[config.mk]
export PLATFORM = sky130hd
export DESIGN_NAME = newtpla1_onset_gen
export DESIGN_NICKNAME = d
export VERILOG_FILES = /design/src/rtl/newtpla1_onset_gen.sv
export SDC_FILE = /design/constraint.sdc
export NUM_CORES = 1
export LEC_CHECK = 0
export CAP_MARGIN = 30
export CORE_AREA = 2 2 64 66
export DETAILED_ROUTE_END_ITERATION = 6
export DIE_AREA = 0 0 66 68
export GPL_TIMING_DRIVEN = 1
export PLACE_DENSITY = 0.73
export SLEW_MARGIN = 0
export SYNTH_ARGS = -nofsm -noshare
export SYNTH_HDL_FRONTEND = slang
export SYNTH_SLANG_ARGS = --single-unit
[constraint.sdc]
create_clock -name clk -period 1.7 [get_ports clk]
set_input_delay 0.17 -clock clk [delete_from_list [all_inputs] [get_ports clk]]
set_output_delay 0.17 -clock clk [all_outputs]
set_load 0.005 [all_outputs]
[src/rtl/newtpla1_onset_gen.sv]
// Sequential enumerator for the newtpla1 function: walks all 1024 input vectors
// and streams those whose function value equals POLARITY over a valid/ready port.
module newtpla1_onset_gen #(
  parameter bit POLARITY = 1'b1
) (
  input  logic        clk,
  input  logic        rst,
  input  logic        start,
  input  logic        abort,
  output logic        busy,
  output logic        done,
  output logic        vec_valid,
  input  logic        vec_ready,
  output logic [9:0]  vec,
  output logic [10:0] emit_count
);

  typedef enum logic [1:0] {IDLE, SCAN, DRAIN, DONE} state_t;

  state_t      state, state_n;
  logic [9:0]  idx, idx_n;
  logic [9:0]  vec_p1, vec_n;
  logic        vld_p1, vld_n;
  logic [10:0] cnt, cnt_n;
  logic        hs, match, slot_free;

  function automatic logic eval_f(input logic [9:0] x);
    return ~x[1] & ~x[3] & ~x[4] & ~x[5] & x[6] & x[7] &
           (x[0] ? (x[2] & x[9]) : x[8]);
  endfunction

  assign hs        = vld_p1 & vec_ready;
  assign match     = (eval_f(idx) == POLARITY);
  assign slot_free = ~vld_p1 | hs;

  always_comb begin
    state_n = state;
    idx_n   = idx;
    vec_n   = vec_p1;
    vld_n   = vld_p1;
    cnt_n   = cnt + {10'd0, hs};
    case (state)
      IDLE: begin
        if (start) begin
          state_n = SCAN;
          idx_n   = 10'd0;
          cnt_n   = 11'd0;
        end
      end
      SCAN: begin
        if (hs) vld_n = 1'b0;
        // A match with the output slot occupied stalls on the same candidate.
        if (!match || slot_free) begin
          if (match) begin
            vec_n = idx;
            vld_n = 1'b1;
          end
          if (idx == 10'd1023) state_n = DRAIN;
          else                 idx_n   = idx + 10'd1;
        end
      end
      DRAIN: begin
        if (hs) vld_n = 1'b0;
        if (slot_free) state_n = DONE;
      end
      DONE: state_n = IDLE;
      default: state_n = IDLE;
    endcase
    // Abort overrides everything but reset, including a same-cycle start.
    if (abort) begin
      state_n = IDLE;
      vld_n   = 1'b0;
      idx_n   = idx;
      cnt_n   = cnt + {10'd0, hs};
    end
  end

  always_ff @(posedge clk) begin
    if (rst) begin
      state  <= IDLE;
      idx    <= 10'd0;
      vec_p1 <= 10'd0;
      vld_p1 <= 1'b0;
      cnt    <= 11'd0;
    end else begin
      state  <= state_n;
      idx    <= idx_n;
      vec_p1 <= vec_n;
      vld_p1 <= vld_n;
      cnt    <= cnt_n;
    end
  end

  assign busy       = (state == SCAN) || (state == DRAIN);
  assign done       = (state == DONE);
  assign vec_valid  = vld_p1;
  assign vec        = vec_p1;
  assign emit_count = cnt;

endmodule

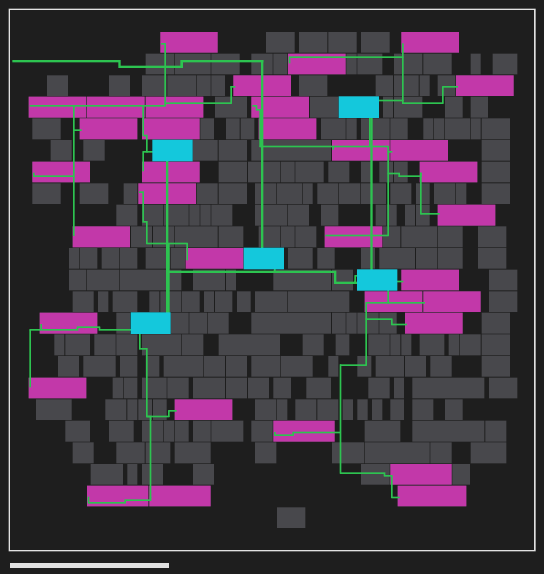
*Clock distribution, run 1*
The bar under the picture is 20 um long.
- clock-net drivers: cyan (count 5)
- clock wires: green (length 461 um)
- flip-flops: magenta (count 34)
- routed clock nets: 6

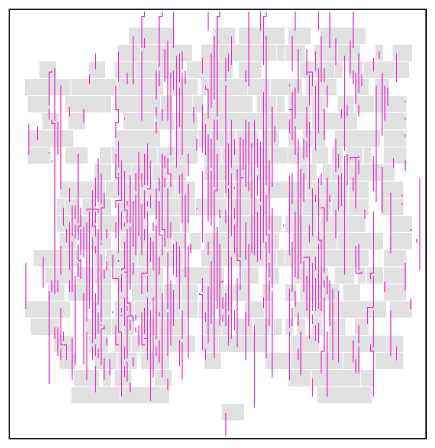
*M2 wires, run 1*
- main direction: vertical
- longest straight run: 27.0 um
- wire length on this layer: 2350 um
- share of all routed wire: 49%
- nets with wire on the layer: 249

==> report_table.html, run 1 <==
<h3>Flow metrics</h3>
<table>
<tr><th>Metric</th><th>Value</th></tr>
<tr><th colspan="2">Final timing</th></tr>
<tr><td>Endpoints failing setup</td><td>18</td></tr>
<tr><td>Unrepaired setup endpoints after global routing</td><td>yes</td></tr>
<tr><td>Fraction of the cycle the final worst path needs</td><td>1.06</td></tr>
<tr><td>Fmax achieved</td><td>555 MHz</td></tr>
<tr><td>Setup slack after layout</td><td>-0.102 ns</td></tr>
<tr><th colspan="2">Logic synthesis</th></tr>
<tr><td>Post-Syn Area per Cell</td><td>8.95 um2</td></tr>
<tr><td>Simple-gate portion of the synthesized area</td><td>0.252</td></tr>
<tr><td>Share of cell area taken by muxes after synthesis</td><td>0.0115</td></tr>
<tr><td>Yosys Instances</td><td>194</td></tr>
<tr><th colspan="2">Power and ir drop</th></tr>
<tr><td>Net load switching power</td><td>slightly below 400 uW</td></tr>
<tr><td>Share of power burned in registers</td><td>0.518</td></tr>
<tr><td>Combinational logic power</td><td>179 uW</td></tr>
<tr><td>Power consumed by sequential cells</td><td>803 uW</td></tr>
<tr><td>Pwr top</td><td>registers</td></tr>
<tr><th colspan="2">Worst setup path</th></tr>
<tr><td>R2R Setup Slk</td><td>-0.10 ns</td></tr>
<tr><td>End of the worst register-to-register path</td><td>idx[1]</td></tr>
<tr><td>Crit end category</td><td>register</td></tr>
<tr><th colspan="2">Die</th></tr>
<tr><td>DIE HEIGHT</td><td>68 um</td></tr>
<tr><td>Die Area</td><td>0.00449 mm2</td></tr>
<tr><td>Row cnt</td><td>23</td></tr>
<tr><th colspan="2">Run status</th></tr>
<tr><td>Status</td><td>finished, violations left</td></tr>
<tr><td>Violated checks</td><td>setup timing</td></tr>
<tr><th colspan="2">Placement</th></tr>
<tr><td>RD Place Congestion</td><td>0.896</td></tr>
<tr><th colspan="2">Global routing</th></tr>
<tr><td>Grt ovf</td><td>0</td></tr>
<tr><td>Wire length of the first global-routing pass</td><td>7960 um</td></tr>
<tr><th colspan="2">Final layout</th></tr>
<tr><td>Filler instances</td><td>302</td></tr>
<tr><td>Post-route design area</td><td>0.00268 mm2</td></tr>
<tr><th colspan="2">Drt</th></tr>
<tr><td>Via total after detailed routing</td><td>1793</td></tr>
<tr><td>Total routed wirelength</td><td>4750 um</td></tr>
<tr><td>Number of violations reported at the end of detailed-routing iteration 0</td><td>71</td></tr>
<tr><th colspan="2">Run</th></tr>
<tr><td>MaxCap Viol Count</td><td>0</td></tr>
<tr><th colspan="2">Clock network</th></tr>
<tr><td>CTS Hold Bufs</td><td>0</td></tr>
<tr><td>Sinks on Clock Net</td><td>34</td></tr>
</table>
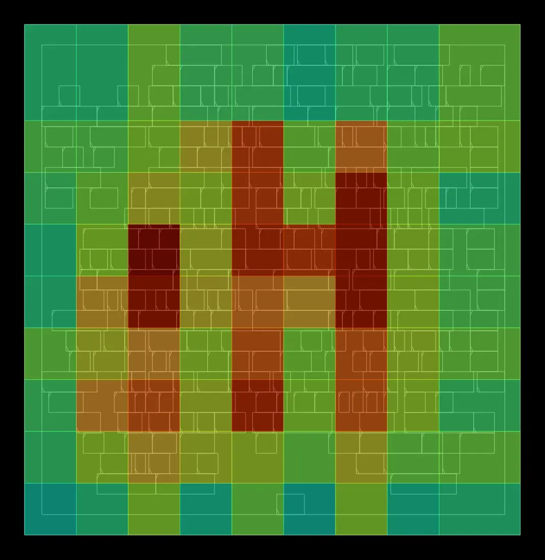
*Routing congestion map, run 1*
most congested layer reported by global routing: met2
per-cell routed wire length: 14.9 um
met3 demand-to-capacity share in global routing: 0.0461

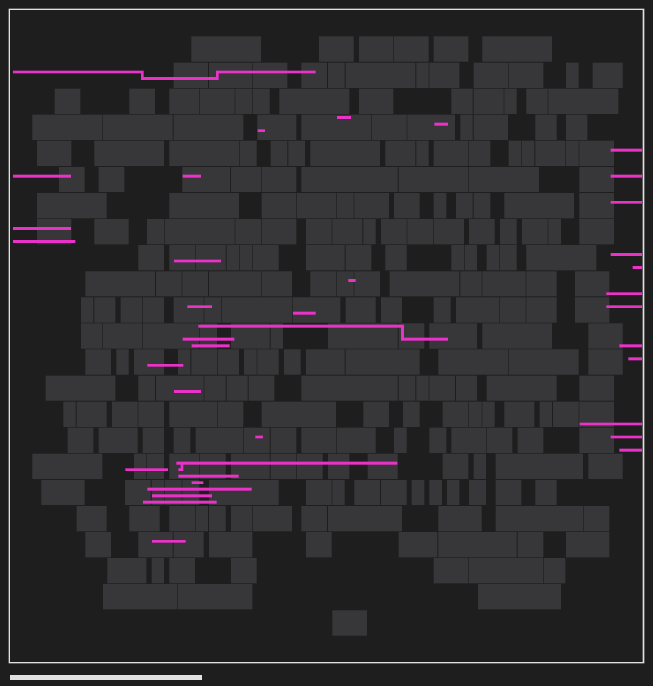
*M3 wires, run 1*
The bar under the picture is 20 um long.
- main direction: horizontal
- nets with wire on the layer: 31
- longest straight run: 22.8 um
- share of all routed wire: 4.2%
- wire length on this layer: 201 um

==> run 1: worst min path at each step <==
stage / start / end / slack (ns) / cells after the start
2_1_floorplan: rst / vec[1] / 0.25 / 1
5_1_grt: vec[4] / vec[4] / 0.49 / 1
4_1_cts: vec[6] / vec[6] / 0.47 / 1
6_report: vec[6] / vec[6] / 0.47 / 1
3_3_place_gp: vec[6] / vec[6] / 0.46 / 1
3_5_place_dp: vec[6] / vec[6] / 0.46 / 1
==> run 1: worst max-delay path: cells and delay by family (launching register included) <==
kind,cells,cell delay (ns)
AOI/OAI and AO/OA,2,0.54
buffers and inverters,1,0.18
and+or+nand+nor,2,0.63
DFF,1,0.34
==> run 1: repair_timing <==
action / CTS / global route
pin swaps: 7 / 14
setup endpoints to repair: 19 / 24
setup buffers: 2 / 2
gates cloned: 0 / 0
resized: 16 / 21
==> run 1: metal layers <==
layer  up-vias  routed length [um]
met4         0                 129
met3        13                 201
met5         -                   0
li1        874                   -
met2        50                2350
met1       856                2080
==> run 1: final cells by class <==
cell class,count,area (um2),share of cell area
Timing Repair Buffer,74,644,0.241
Sequential cell,34,689,0.257
Multi-Input combinational cell,143,1150,0.430
Tap cell,50,62.6,0.0234
Clock inverter,2,10.0,0.00374
Inverter,11,50.0,0.0187
Clock buffer,5,68.8,0.0257
==> run 1: placed cells by master, fill, tap and decap left out, types with 3 or more instances in the layout <==
cell type / n
nor3b_1: 3
clkdlybuf4s50_1: 28
a21oi_1: 6
nand2_1: 15
nor3_1: 4
o21ai_1: 5
o31ai_1: 3
ha_1: 5
o211ai_1: 3
buf_4: 41
buf_6: 5
xor2_1: 5
o21ai_0: 3
nor2_1: 13
and3_1: 3
nand4_1: 4
clkbuf_8: 5
dfxtp_1: 29
inv_1: 8
nand2b_1: 3
nand3_1: 7
xnor2_1: 3
dfxtp_2: 4
==> run 1 -> run 2 <==
- SKIP_CTS_REPAIR_TIMING: default -> 1
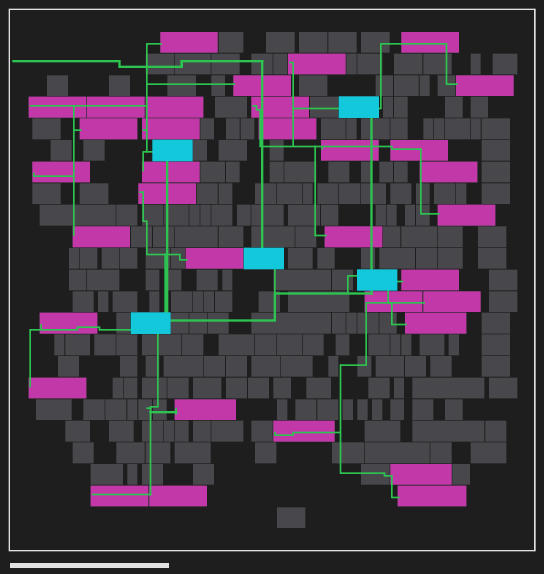
*Clock distribution, run 2*
The bar under the picture is 20 um long.
- flip-flops: magenta (count 34)
- clock wires: green (length 462 um)
- clock-net drivers: cyan (count 5)
- routed clock nets: 6

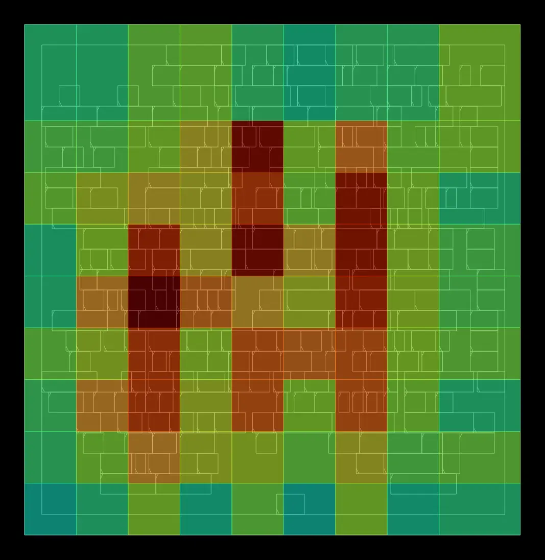
*Routing congestion map, run 2*
per-cell routed wire length: 14.8 um
Layout Utilization: 0.680

==> report_table.html, run 2 <==
<h3>Flow metrics</h3>
<table>
<tr><th>Metric</th><th>Value</th></tr>
<tr><th colspan="2">Final timing</th></tr>
<tr><td>Endpoints failing setup</td><td>16 (-2)</td></tr>
<tr><td>Unrepaired setup endpoints after global routing</td><td>yes</td></tr>
<tr><td>Fraction of the cycle the final worst path needs</td><td>1.07 (+0.00949)</td></tr>
<tr><td>Setup slack after layout</td><td>-0.118 ns (-0.0161 ns)</td></tr>
<tr><td>Fmax achieved</td><td>550 MHz (-0.89%)</td></tr>
<tr><th colspan="2">Drt</th></tr>
<tr><td>Via total after detailed routing</td><td>1775 (-1.0%)</td></tr>
<tr><td>Total routed wirelength</td><td>4690 um (-1.3%)</td></tr>
<tr><th colspan="2">Die</th></tr>
<tr><td>DIE HEIGHT</td><td>68 um (unchanged)</td></tr>
<tr><td>Die Area</td><td>0.00449 mm2 (unchanged)</td></tr>
<tr><td>Row cnt</td><td>23 (unchanged)</td></tr>
<tr><th colspan="2">Clock network</th></tr>
<tr><td>Sinks on Clock Net</td><td>34 (unchanged)</td></tr>
<tr><th colspan="2">Min path</th></tr>
<tr><td>Min-Delay Endpoint</td><td>vec[6]</td></tr>
<tr><td>Hold path cells</td><td>1 (unchanged)</td></tr>
<tr><td>Worst hold path startpoint</td><td>vec[6]</td></tr>
<tr><th colspan="2">Final layout</th></tr>
<tr><td>Post-route design area</td><td>0.00262 mm2 (-2.0%)</td></tr>
<tr><td>Top logic cells by instance count in the layout</td><td>buf_4, dfxtp_1, clkdlybuf4s50_1</td></tr>
<tr><td>Most common cell after layout, fill and taps aside</td><td>buf_4</td></tr>
<tr><th colspan="2">Logic synthesis</th></tr>
<tr><td>Post-Syn Area per Cell</td><td>8.95 um2 (unchanged)</td></tr>
<tr><td>Yosys Instances</td><td>194 (unchanged)</td></tr>
<tr><th colspan="2">Worst setup path</th></tr>
<tr><td>R2R Setup Slk</td><td>-0.12 ns (-0.02 ns)</td></tr>
<tr><td>Crit end category</td><td>register</td></tr>
<tr><td>End of the worst register-to-register path</td><td>idx[1]</td></tr>
<tr><td>Largest delay contributor family on the critical path</td><td>simple AND/OR/NAND/NOR gates</td></tr>
<tr><th colspan="2">Run status</th></tr>
<tr><td>Violated checks</td><td>setup timing</td></tr>
<tr><td>Status</td><td>finished, violations left</td></tr>
<tr><th colspan="2">Placement</th></tr>
<tr><td>RD Place Congestion</td><td>0.896 (unchanged)</td></tr>
<tr><th colspan="2">Global routing</th></tr>
<tr><td>Grt ovf</td><td>0 (unchanged)</td></tr>
</table>
[run 2: worst max path at each step]
stage	from	to	slack [ns]	cells past startpoint
after floorplan	idx[0]	idx[8]	-0.09	5
after global placement	start	idx[8]	-0.19	5
after detailed placement	vec_ready	idx[1]	-0.19	5
after CTS	state[0]	idx[8]	-0.17	6
after global routing	idx[4]	vec_valid	-0.19	4
final	idx[4]	idx[1]	-0.12	5
[run 2: power by group]
| group | switching (mW) | internal (mW) |
|---|---|---|
| Combinational | 0.0865 | 0.0832 |
| Clock | 0.289 | 0.274 |
| Sequential | 0.00362 | 0.799 |
| Total | 0.379 | 1.16 |
[run 2: metrics by stage]
step                      setup WS, ns  power [mW]
after floorplan                -0.0937       0.905
after global placement          -0.192       0.977
after detailed placement        -0.187       0.978
after CTS                       -0.170        1.54
after global routing            -0.191        1.60
final                           -0.118        1.54
[run 2: cell type report]
type | count | area, um2
inverter | 11 | 50.0
fill | 323 | 1230
clock buffer | 5 | 68.8
tap | 50 | 62.6
clock inverter | 2 | 10.0
multi-input combinational | 143 | 1120
timing repair buffer | 72 | 626
sequential | 34 | 689
[run 2: kinds of logic (layout without fill, tap and decap cells)]
logic type / Yosys count / in the layout / synth area share
AND/OR/NAND/NOR: 79 / 79 / 0.252
AND-OR/OR-AND: 47 / 47 / 0.213
flip-flops: 34 / 34 / 0.392
buffers and inverters: 17 / 90 / 0.0403
XOR/XNOR: 8 / 8 / 0.0403
adder cells (fa/ha/maj): 7 / 7 / 0.0504
multiplexers: 2 / 2 / 0.0115
[run 2: routing by layer]
metal,wire length [um],global-route usage,vias up
li1,-,-,871
met1,2030,0.291,842
met2,2330,0.379,54
met3,252,0.0461,8
met4,79,0.0842,0
met5,0,0,-
==> run 2 -> run 3 <==
- SETUP_SLACK_MARGIN: default -> 0.5
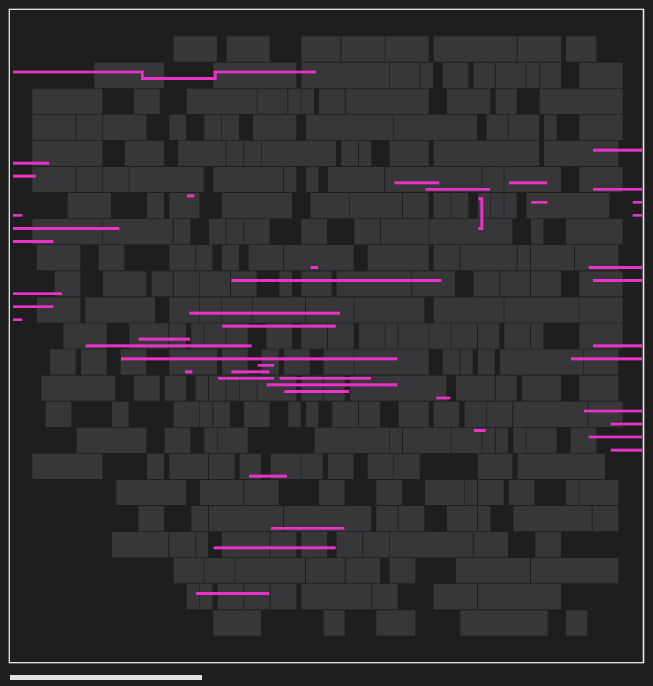
*M3 wires, run 3*
The bar under the picture is 20 um long.
- share of all routed wire: 5.7%
- longest straight run: 28.5 um
- main direction: horizontal

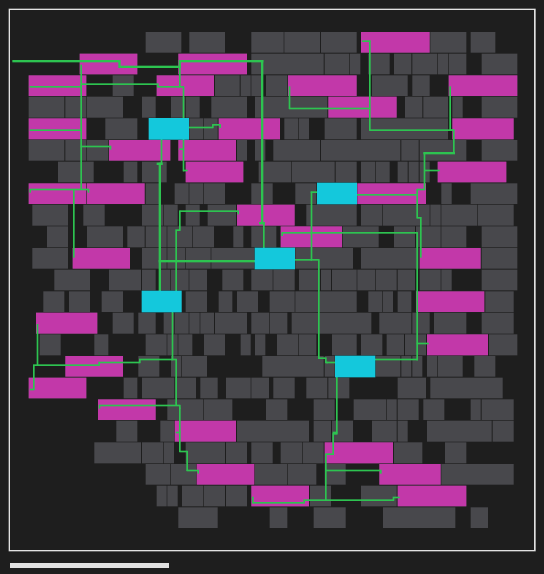
*Clock distribution, run 3*
The bar under the picture is 20 um long.
- clock wires: green (length 458 um)
- clock-net drivers: cyan (count 5)
- flip-flops: magenta (count 34)
- flops lie: all over the die

==> report_table.html, run 3 <==
<h3>Flow metrics</h3>
<table>
<tr><th>Metric</th><th>Value</th></tr>
<tr><th colspan="2">Drt</th></tr>
<tr><td>Via total after detailed routing</td><td>1830 (+3.1%)</td></tr>
<tr><td>Total routed wirelength</td><td>5340 um (+14%)</td></tr>
<tr><th colspan="2">Clock network</th></tr>
<tr><td>Sinks on Clock Net</td><td>34 (unchanged)</td></tr>
<tr><th colspan="2">Power and ir drop</th></tr>
<tr><td>Overall power after layout</td><td>1.75 mW (+14%)</td></tr>
<tr><td>Switching Fraction</td><td>0.242 (-0.00552)</td></tr>
<tr><td>Portion of total power attributed to combinational logic</td><td>0.116 (+0.005)</td></tr>
<tr><td>Net load switching power</td><td>422 uW (+11%)</td></tr>
<tr><td>Share of power burned in registers</td><td>0.451 (-0.071)</td></tr>
<tr><td>Part of the power in the clock network</td><td>0.433 (+0.066)</td></tr>
<tr><th colspan="2">Worst setup path</th></tr>
<tr><td>Last element of the critical path</td><td>idx[5]</td></tr>
<tr><td>Crit end category</td><td>register</td></tr>
<tr><td>R2R Setup Slk</td><td>-0.09 ns (+0.03 ns)</td></tr>
<tr><th colspan="2">Final layout</th></tr>
<tr><td>Area taken by flip-flops and latches</td><td>729 um2 (+5.8%)</td></tr>
<tr><td>Most common cell after layout, fill and taps aside</td><td>buf_4</td></tr>
<tr><th colspan="2">Placement</th></tr>
<tr><td>RD Place Congestion</td><td>0.928 (+3.6%)</td></tr>
<tr><th colspan="2">Final timing</th></tr>
<tr><td>Endpoints failing setup</td><td>18 (+2)</td></tr>
<tr><td>Fmax achieved</td><td>559 MHz (+1.6%)</td></tr>
<tr><td>Fraction of the cycle the final worst path needs</td><td>1.05 (-0.0167)</td></tr>
<tr><td>Setup slack after layout</td><td>-0.0901 ns (+0.0283 ns)</td></tr>
<tr><th colspan="2">Run status</th></tr>
<tr><td>Violated checks</td><td>setup timing</td></tr>
<tr><td>Status</td><td>finished, violations left</td></tr>
<tr><th colspan="2">Die</th></tr>
<tr><td>DIE HEIGHT</td><td>68 um (unchanged)</td></tr>
<tr><th colspan="2">Global routing</th></tr>
<tr><td>Grt ovf</td><td>0 (unchanged)</td></tr>
<tr><th colspan="2">Logic synthesis</th></tr>
<tr><td>Post-Syn Area per Cell</td><td>8.95 um2 (unchanged)</td></tr>
</table>
## run 3: worst min path at each step
stage                     cells after the start   endpoint  slack, ns  startpoint
after detailed placement                      1     vec[7]       0.46      vec[7]
after CTS                                     1     vec[4]       0.48      vec[4]
after global placement                        1     vec[6]       0.45      vec[6]
after floorplan                               1  vec_valid       0.24       abort
after global routing                          4  vec_valid       0.37   vec_ready
final                                         4  vec_valid       0.35   vec_ready
## run 3: metal layers
layer  routed length, um  track usage  vias up  part of all wire
met3                 304       0.0362        7             0.057
met1                2240        0.288      878              0.42
met4                  61       0.0867        0             0.011
li1                    -            -      876                 -
met5                   0            0        -                 0
met2                2730        0.391       69              0.51
## run 3: cell type report
type	count	area share
clock buffers	5	0.0235
clock inverters	3	0.0154
inverters	11	0.0175
multi-input cells	143	0.426
flip-flops and latches	34	0.249
well taps	50	0.0213
repair buffers	75	0.248
## run 3: cell families after synthesis
logic type	count (synthesis)	synth area share
fa+ha+maj	7	0.0504
buf+inv	17	0.0403
mux	2	0.0115
flops	34	0.392
xor+xnor	8	0.0403
compound gates	47	0.213
simple gates	79	0.252
## run 3: power by group through the flow
stage | Combinational, mW | Sequential (mW) | Clock [mW]
finish | 0.203 | 0.788 | 0.756
floorplan | 0.0854 | 0.821 | 0
detailed placement | 0.166 | 0.821 | 0
global route | 0.214 | 0.788 | 0.803
global placement | 0.165 | 0.821 | 0
CTS | 0.167 | 0.802 | 0.769
## run 3: worst max-delay path: cells and delay by family (launching register included)
family / cells / cell delay (ns)
flip-flops: 1 / 0.34
adder cells (fa/ha/maj): 1 / 0.18
buffers and inverters: 2 / 0.25
AND-OR/OR-AND: 1 / 0.09
AND/OR/NAND/NOR: 2 / 0.86

## Gallery

Metal layers overlaid.
Plate I
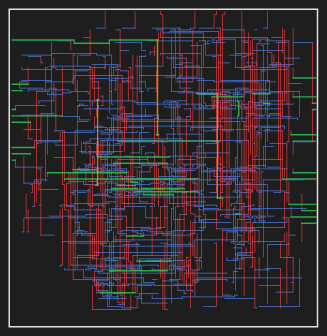
Plate II
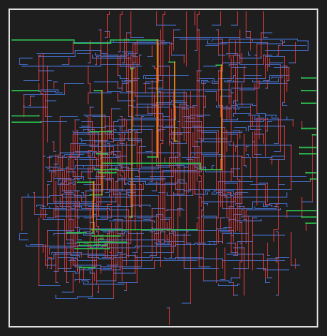
Plate II: run 1
Plate I: run 3

Key to Plate II:
- M2: red (wire length 2350 um)
- M1: blue (wire length 2080 um)
- M4: orange (wire length 129 um)
- M3: green (wire length 201 um)

Power is estimated from default activity; no workload was simulated.
